[src/rtl/deca_timer_if.sv]
// Command and status bundle between the command logic and deca_timer_ctrl.
// Handshake: there is no valid/ready pair; every command input is a level
// sampled on each rising clk edge and acts on that edge, and every status
// output is a register that is valid for the whole cycle after the edge.
interface deca_timer_if;
  logic       load;
  logic [3:0] ld_tens;
  logic [3:0] ld_units;
  logic       start;
  logic       pause;
  logic       stop;
  logic       auto_reload;
  logic [3:0] tens;
  logic [3:0] units;
  logic [1:0] state;
  logic       running;
  logic       done;
  logic       err;

  modport master (
    output load, ld_tens, ld_units, start, pause, stop, auto_reload,
    input  tens, units, state, running, done, err
  );

  modport slave (
    input  load, ld_tens, ld_units, start, pause, stop, auto_reload,
    output tens, units, state, running, done, err
  );
endinterface

[src/rtl/deca_timer_ctrl.sv]
// Two-digit BCD down-counter controller: load/start/pause/stop commands,
// prescaled count tick, terminal-count detection and optional auto-reload.
module deca_timer_ctrl #(
  parameter int TICK_DIV = 4,
  parameter int PW       = 8
) (
  input logic         clk,
  input logic         clear,
  deca_timer_if.slave bus
);

  typedef enum logic [1:0] {
    S_IDLE  = 2'd0,
    S_RUN   = 2'd1,
    S_PAUSE = 2'd2,
    S_DONE  = 2'd3
  } state_t;

  localparam logic [PW-1:0] TICK_LAST = PW'(TICK_DIV - 1);

  state_t        st;
  logic [3:0]    tens_q;
  logic [3:0]    units_q;
  logic [3:0]    rl_tens;
  logic [3:0]    rl_units;
  logic [PW-1:0] presc;
  logic          done_q;
  logic          err_q;

  logic          ld_ok;
  logic          tick;
  logic [3:0]    dec_tens;
  logic [3:0]    dec_units;
  logic          dec_zero;
  logic [3:0]    src_tens;
  logic [3:0]    src_units;
  logic          src_zero;

  assign ld_ok = (bus.ld_tens <= 4'd9) && (bus.ld_units <= 4'd9);
  assign tick  = (presc == TICK_LAST);

  // Decade decrement of the current count and the terminal-count flag.
  always_comb begin
    dec_tens  = tens_q;
    dec_units = units_q;
    if (units_q != 4'd0) begin
      dec_units = units_q - 4'd1;
    end else begin
      dec_units = 4'd9;
      dec_tens  = tens_q - 4'd1;
    end
    dec_zero = (tens_q == 4'd0) && (units_q == 4'd1);
  end

  // Count that a start uses: DONE restarts from the reload value.
  always_comb begin
    src_tens  = tens_q;
    src_units = units_q;
    if (st == S_DONE) begin
      src_tens  = rl_tens;
      src_units = rl_units;
    end
    src_zero = (src_tens == 4'd0) && (src_units == 4'd0);
  end

  // Command sequencer, prescaler and digit registers; priority
  // clear > stop > load > pause > start, then the RUN tick.
  always_ff @(posedge clk) begin
    if (clear) begin
      st       <= S_IDLE;
      tens_q   <= 4'd0;
      units_q  <= 4'd0;
      rl_tens  <= 4'd0;
      rl_units <= 4'd0;
      presc    <= '0;
      done_q   <= 1'b0;
      err_q    <= 1'b0;
    end else begin
      done_q <= 1'b0;
      err_q  <= 1'b0;
      if (bus.stop) begin
        st      <= S_IDLE;
        tens_q  <= rl_tens;
        units_q <= rl_units;
        presc   <= '0;
      end else if (bus.load) begin
        if ((st == S_RUN) || !ld_ok) begin
          // Rejected load freezes everything for this cycle.
          err_q <= 1'b1;
        end else begin
          st       <= S_IDLE;
          tens_q   <= bus.ld_tens;
          units_q  <= bus.ld_units;
          rl_tens  <= bus.ld_tens;
          rl_units <= bus.ld_units;
          presc    <= '0;
        end
      end else if (bus.pause && (st == S_RUN)) begin
        st <= S_PAUSE;
      end else if (bus.start && ((st == S_IDLE) || (st == S_DONE))) begin
        tens_q  <= src_tens;
        units_q <= src_units;
        presc   <= '0;
        if (src_zero) begin
          // A zero count would loop with period zero; finish at once.
          st     <= S_DONE;
          done_q <= 1'b1;
        end else begin
          st <= S_RUN;
        end
      end else if (bus.start && (st == S_PAUSE)) begin
        st <= S_RUN;
      end else if (st == S_RUN) begin
        if (tick) begin
          presc <= '0;
          if (dec_zero) begin
            done_q <= 1'b1;
            if (bus.auto_reload) begin
              tens_q  <= rl_tens;
              units_q <= rl_units;
            end else begin
              tens_q  <= 4'd0;
              units_q <= 4'd0;
              st      <= S_DONE;
            end
          end else begin
            tens_q  <= dec_tens;
            units_q <= dec_units;
          end
        end else begin
          presc <= presc + 1'b1;
        end
      end
    end
  end

  assign bus.tens    = tens_q;
  assign bus.units   = units_q;
  assign bus.state   = st;
  assign bus.running = (st == S_RUN);
  assign bus.done    = done_q;
  assign bus.err     = err_q;

endmodule

[src/flat_wrapper.sv]
// flat-port wrapper written by rule: the top's interface ports become plain ports
module deca_timer_ctrl_flat 
#(
  parameter int TICK_DIV = 4,
  parameter int PW       = 8
)
  (clk, clear, bus_load, bus_ld_tens, bus_ld_units, bus_start, bus_pause, bus_stop, bus_auto_reload, bus_tens, bus_units, bus_state, bus_running, bus_done, bus_err);
  deca_timer_if bus_i ();
  input logic clk;
  input logic clear;
  input wire logic [$bits(bus_i.load)-1:0] bus_load;
  input wire logic [$bits(bus_i.ld_tens)-1:0] bus_ld_tens;
  input wire logic [$bits(bus_i.ld_units)-1:0] bus_ld_units;
  input wire logic [$bits(bus_i.start)-1:0] bus_start;
  input wire logic [$bits(bus_i.pause)-1:0] bus_pause;
  input wire logic [$bits(bus_i.stop)-1:0] bus_stop;
  input wire logic [$bits(bus_i.auto_reload)-1:0] bus_auto_reload;
  output wire logic [$bits(bus_i.tens)-1:0] bus_tens;
  output wire logic [$bits(bus_i.units)-1:0] bus_units;
  output wire logic [$bits(bus_i.state)-1:0] bus_state;
  output wire logic [$bits(bus_i.running)-1:0] bus_running;
  output wire logic [$bits(bus_i.done)-1:0] bus_done;
  output wire logic [$bits(bus_i.err)-1:0] bus_err;
  assign bus_i.load = bus_load;
  assign bus_i.ld_tens = bus_ld_tens;
  assign bus_i.ld_units = bus_ld_units;
  assign bus_i.start = bus_start;
  assign bus_i.pause = bus_pause;
  assign bus_i.stop = bus_stop;
  assign bus_i.auto_reload = bus_auto_reload;
  assign bus_tens = bus_i.tens;
  assign bus_units = bus_i.units;
  assign bus_state = bus_i.state;
  assign bus_running = bus_i.running;
  assign bus_done = bus_i.done;
  assign bus_err = bus_i.err;
  deca_timer_ctrl #(.TICK_DIV(TICK_DIV), .PW(PW)) u_core (.clk(clk), .clear(clear), .bus(bus_i));
endmodule
[config.mk]
export PLATFORM = sky130hd
export DESIGN_NAME = deca_timer_ctrl_flat
export DESIGN_NICKNAME = d
export VERILOG_FILES = /design/src/rtl/deca_timer_if.sv /design/src/rtl/deca_timer_ctrl.sv /design/src/flat_wrapper.sv
export SDC_FILE = /design/constraint.sdc
export NUM_CORES = 1
export LEC_CHECK = 0
export CAP_MARGIN = 20
export CORE_MARGIN = 3
export CORE_UTILIZATION = 49
export CTS_CLUSTER_DIAMETER = 120
export DETAILED_ROUTE_END_ITERATION = 16
export PLACE_DENSITY = 0.85
export SYNTH_ARGS = -nofsm -noshare
export SYNTH_HDL_FRONTEND = slang
export SYNTH_SLANG_ARGS = --single-unit
export TNS_END_PERCENT = 1
[constraint.sdc]
create_clock -name clk -period 4.5 [get_ports clk]
set_input_delay 0.9 -clock clk [delete_from_list [all_inputs] [get_ports clk]]
set_output_delay 0.9 -clock clk [all_outputs]
set_load 0.005 [all_outputs]
==> images/final_placement.png <==
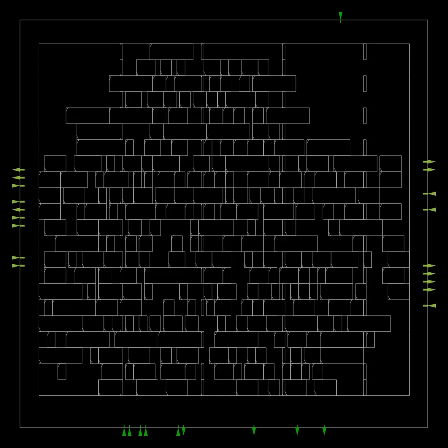
Tap Cells: 48
Rows: 22
number of non-filler instances in the completed layout: 311

==> images/cell_classes.png <==
The bar under the picture is 20 µm long.
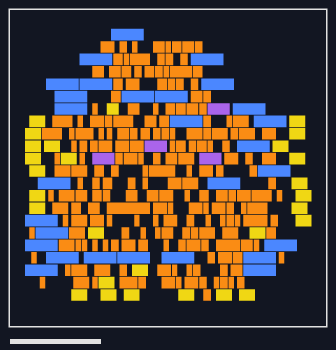
Key: all other logic = orange [cells 203, share of their area 60%]; flip-flops = blue [cells 28, share of their area 25%]; other buffers and delay cells = yellow [cells 28, share of their area 13%]; clock drivers and dummy loads = purple [cells 4, share of their area 2.5%]
post-route cell area: 2280 µm²
Final Core Density: 0.604

==> flow_summary.yaml <==
# flow metrics
synthesis:
  area_leaders: "sky130_fd_sc_hd__dfxtp_1 (29%), sky130_fd_sc_hd__mux2i_1 (6.6%), sky130_fd_sc_hd__a21oi_1 (5.9%)"
  postSynthAreaPerCell_um2: 7.92
  synth-area-yosys_um2: 1960
  synth.comb.largest_family: "AND-OR/OR-AND gates"
  syn_nets: 269
  ys_seq_frac: 0.285
cts:
  clkSinkCount: 28
  clk_latency_ns: 0.28
  post-cts-setup-buffer-count: 0
final_timing:
  worstMarginPinSlew_ns: 0.893
  final-hold-violation-count: 0
  finalSetupViolations: 0
placed_design:
  place_ws_ns: 1.26
  gp_congestion: 0.964
finish:
  comb_area_um2: 1270
  area.growth.synth_to_final_pct: 15.9
critical_path:
  critical_path_depth: 6
  worst-path-max-fanout: 22
grt:
  groute.layer.met2.usage: 0.309
  number_of_global_route_vias_before_repair: 1752
  global_route_wire_length_before_repair_um: 8740
  grt_start_max_net_pins: 23
run_status:
  run_status: "complete, no violations"
route:
  drt_drc_violations_left: 0
  met2WireLength_um: 2180
pwr:
  power.ir.vdd_worst_mv: 0.188
  power_frac_clock: 0.254
  group_drawing_the_most_power: "sequential cells"
hold_path:
  worst_hold_path.num_cells: 2
==> images/gate_families.png <==
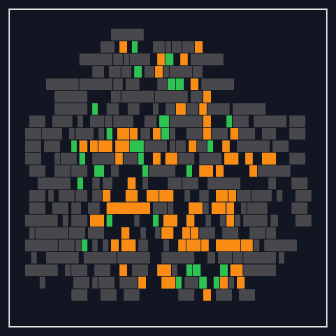
Key: inverting AOI/OAI gates = orange [cells 64]; NAND gates = green [cells 28]
fraction of area in multi-input gates: 0.560
most common cell after layout, fill and taps aside: sky130_fd_sc_hd__dfxtp_1

## sequential cells by signal, indices dropped and copies added, names as in the netlist
register and flops:
u_core.bus.err 1, u_core.bus.state 2, u_core.bus.done 1, u_core.bus.tens 4, u_core.rl_tens 4, u_core.presc 8
u_core.bus.units 4, u_core.rl_units 4
## metrics by stage
step / power [mW] / utilization
after floorplan: 0.405 / -
after global placement: 0.465 / 0.589
after detailed placement: 0.467 / 0.589
after CTS: 0.623 / 0.604
after global routing: 0.657 / 0.604
final: 0.625 / 0.604
## tightest hold or removal path: stages, from the launching register on
cell	delay, ns
sky130_fd_sc_hd__dfxtp_1	0.34
sky130_fd_sc_hd__nand2_1	0.06
sky130_fd_sc_hd__a21oi_1	0.05
Power and IR drop assume default switching activity.
